[src/rtl/fifo_rw_ctrl.sv]
// Fill/drain sequencer for a wrreq/rdreq FIFO: writes an incrementing pattern until full,
// reads it back until empty, and reports pass/fail, error count and word count.
module fifo_rw_ctrl #(
  parameter int unsigned DATA_W  = 8,
  parameter int unsigned CNT_W   = 16,
  parameter int unsigned TIMEOUT = 1024
) (
  input  logic              clk,
  input  logic              rst_n,
  input  logic              start,
  input  logic              wrempty,
  input  logic              wrfull,
  output logic              wrreq,
  output logic [DATA_W-1:0] data,
  input  logic              rdempty,
  input  logic              rdfull,
  output logic              rdreq,
  input  logic [DATA_W-1:0] q,
  output logic              busy,
  output logic              done,
  output logic              pass,
  output logic              timeout,
  output logic [CNT_W-1:0]  err_cnt,
  output logic [CNT_W-1:0]  wr_cnt
);

  localparam int unsigned     WD_W    = $clog2(TIMEOUT) + 1;
  localparam logic [WD_W-1:0] WD_LAST = WD_W'(TIMEOUT - 1);
  localparam logic [CNT_W-1:0] CNT_MAX = '1;

  typedef enum logic [2:0] {
    IDLE, WAIT_EMPTY, FILL, WAIT_RDFULL, DRAIN, DONE
  } state_t;

  state_t            state, state_nxt;
  logic [DATA_W-1:0] exp_data;
  logic [CNT_W-1:0]  rd_cnt;
  logic              rd_vld;
  logic [WD_W-1:0]   wd;
  logic              wd_fire;

  always_ff @(posedge clk or negedge rst_n) begin
    if (!rst_n) state <= IDLE;
    else        state <= state_nxt;
  end

  // Next state plus the request strobes, which must react to the flags in the same cycle.
  always_comb begin
    state_nxt = state;
    wrreq     = 1'b0;
    rdreq     = 1'b0;
    wd_fire   = 1'b0;
    case (state)
      IDLE: if (start) state_nxt = WAIT_EMPTY;
      WAIT_EMPTY: begin
        if (wrempty) state_nxt = FILL;
        else if (wd == WD_LAST) begin
          wd_fire   = 1'b1;
          state_nxt = DONE;
        end
      end
      FILL: begin
        wrreq = !wrfull;
        if (wrfull) state_nxt = WAIT_RDFULL;
      end
      WAIT_RDFULL: begin
        if (rdfull) state_nxt = DRAIN;
        else if (wd == WD_LAST) begin
          wd_fire   = 1'b1;
          state_nxt = DONE;
        end
      end
      DRAIN: begin
        rdreq = !rdempty;
        if (rdempty && !rd_vld) state_nxt = DONE;
        else if (wd == WD_LAST && !rd_vld) begin
          wd_fire   = 1'b1;
          state_nxt = DONE;
        end
      end
      DONE:    state_nxt = IDLE;
      default: state_nxt = IDLE;
    endcase
  end

  always_ff @(posedge clk or negedge rst_n) begin
    if (!rst_n) begin
      data     <= '0;
      exp_data <= '0;
      wr_cnt   <= '0;
      rd_cnt   <= '0;
      err_cnt  <= '0;
      rd_vld   <= 1'b0;
      wd       <= '0;
      busy     <= 1'b0;
      done     <= 1'b0;
      pass     <= 1'b0;
      timeout  <= 1'b0;
    end else begin
      done   <= (state_nxt == DONE);
      busy   <= state_nxt inside {WAIT_EMPTY, FILL, WAIT_RDFULL, DRAIN};
      rd_vld <= rdreq;

      // Watchdog measures time without progress in the waiting states.
      if (state_nxt != state || (state == DRAIN && rd_vld)) wd <= '0;
      else if (state inside {WAIT_EMPTY, WAIT_RDFULL, DRAIN}) wd <= wd + WD_W'(1);

      if (state == IDLE && start) begin
        data     <= '0;
        exp_data <= '0;
        wr_cnt   <= '0;
        rd_cnt   <= '0;
        err_cnt  <= '0;
        timeout  <= 1'b0;
        pass     <= 1'b0;
      end

      if (wrreq) begin
        data <= data + DATA_W'(1);
        if (wr_cnt != CNT_MAX) wr_cnt <= wr_cnt + CNT_W'(1);
      end

      // Read data lands one cycle after rdreq; check it against the pattern.
      if (rd_vld) begin
        if (q != exp_data && err_cnt != CNT_MAX) err_cnt <= err_cnt + CNT_W'(1);
        exp_data <= exp_data + DATA_W'(1);
        if (rd_cnt != CNT_MAX) rd_cnt <= rd_cnt + CNT_W'(1);
      end

      if (wd_fire) timeout <= 1'b1;
      if (state_nxt == DONE)
        pass <= (err_cnt == '0) && (rd_cnt == wr_cnt) && !wd_fire;
    end
  end

endmodule

[config.mk]
export PLATFORM = sky130hd
export DESIGN_NAME = fifo_rw_ctrl
export DESIGN_NICKNAME = d
export VERILOG_FILES = /design/src/rtl/fifo_rw_ctrl.sv
export SDC_FILE = /design/constraint.sdc
export NUM_CORES = 1
export LEC_CHECK = 0
export CAP_MARGIN = 15
export CORE_MARGIN = 2
export CORE_UTILIZATION = 30
export CTS_CLUSTER_SIZE = 40
export DETAILED_ROUTE_END_ITERATION = 7
export GPL_ROUTABILITY_DRIVEN = 0
export SYNTH_ARGS = -nofsm -noshare
export SYNTH_HDL_FRONTEND = slang
export SYNTH_SLANG_ARGS = --single-unit
[constraint.sdc]
create_clock -name clk -period 2.3 [get_ports clk]
set_input_delay 0.46 -clock clk [delete_from_list [all_inputs] [get_ports clk]]
set_output_delay 0.46 -clock clk [all_outputs]
set_load 0.05 [all_outputs]
Fig. 1: supply network
Scale: 3 px per um. Pins as bars on the die edge.
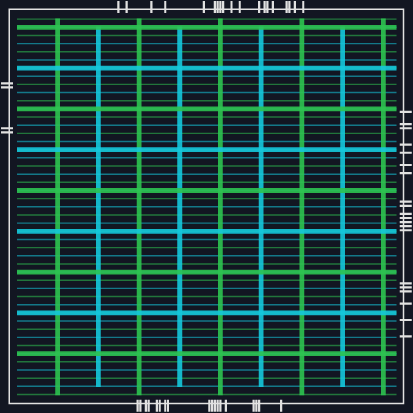
Key: green = VSS; cyan = VDD
9 straps on met4. 9 straps on met5. The core has 46 rows. 47 met1 rails follow the rows.

Fig. 2: placement by cell class
Scale: 2 px per um. Fill, decap, tap and diode cells in gray.
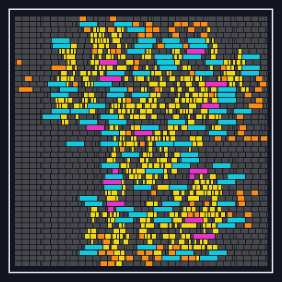
Key: yellow = remaining logic cells [cells 422, share of their area 45%]; magenta = clock drivers and dummy loads [cells 15, share of their area 5.8%]; cyan = sequential cells [cells 83, share of their area 35%]; orange = remaining buffers and delay cells [cells 85, share of their area 14%]

Fig. 3: routed clock nets over the placement
Scale: 4 px per um.
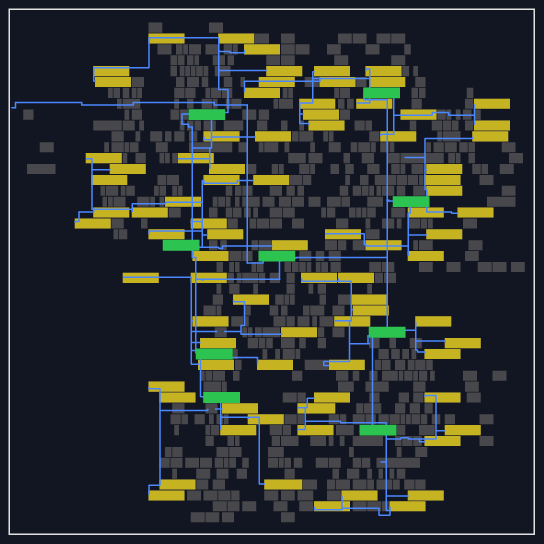
Key: green = clock-net drivers [count 9]; yellow = flip-flops [count 83]; blue = clock wires [length 1180 um]
There are 10 routed clock nets.

==> results.tsv <==
stage	metric	value	unit
synth	Post-Syn Area	0.00483	mm2
pwr	NetSw	1540	uW
sta	post-route clock skew	0.00697	ns
synth	EDFF count, synth	0	
finish	most frequent cells in the layout	dfrtp_1, nand2_1, clkdlybuf4s50_1, nor2_1, xnor2_1	
grt	GRT Total Usage	15.4	%
sta	Final WS setup	0.0920	ns
floorplan	Die Wd	131	um
finish	nets@finish	623	
pwr	Clk. pwr	1660	uW
synth	leading area contributor after synthesis	dfrtp_1	
critical_path	Reg2Reg Capture Point	err_cnt[0]	
grt	met1 GRT Util	20.0	%
drt	Vias/cell	5.27	
critical_path	CP required	1.84	ns
finish	Top cell excl fill/tap	dfrtp_1	
critical_path	r2r setup slk	0.14	ns
finish	antenna diode count	0	
min_path	worst hold path class	in2async	
critical_path	CP Cell Sequence	clkdlybuf4s50_1, or4b_4, clkinv_2, buf_12	
drt	Highest Signal Layer	met4	
finish	Multi-In Gates	406	
status	outcome	completed	
placed_design	DP Area	0.00583	mm2
pwr	Clk pwr share	35.7	%
grt	largest net degree at the start of global routing	35	
grt	met2 usage	25.0	%
synth	AND/OR/NAND/NOR Cells, Area Fraction	24.9	%
drt	total number of vias	4330	
clock_network	Post-CTS Hold Fix Bufs	0	
finish	Storage cell area	0.00208	mm2
clock_network	H-Tree Level Count	3	
grt	vias in the first global route	4271	
finish	logic area	0.00261	mm2
grt	GR met3 Demand/Resource	2.73	%
critical_path	worst setup path endpoint	wrreq	
grt	initial antenna violation count	0	
drt	wl on met1	5720	um
synth	Yosys cell types	65	
Fig. 4: routed metal, one color a layer
Scale: 3 px per um. Only two layers are drawn.
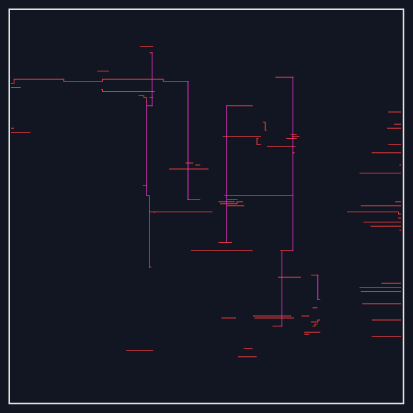
Key: red = M3 [wire length 506 um]; magenta = M4 [wire length 250 um]

Fig. 5: cell outlines without signal wires
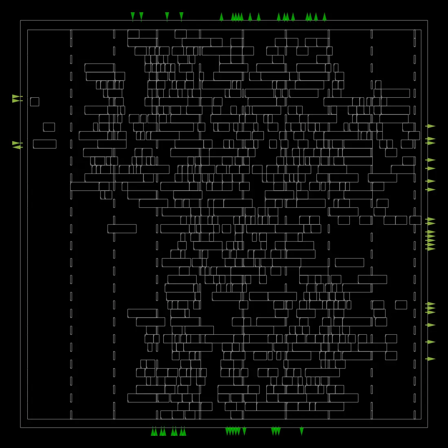
Util after Layout: 39.0%
row count: 46
Layout Cells excl Fill: 821
Filler Cell Count: 1579
Flops: 83

Power figures rest on the tool's default switching activity, not on a simulated workload.
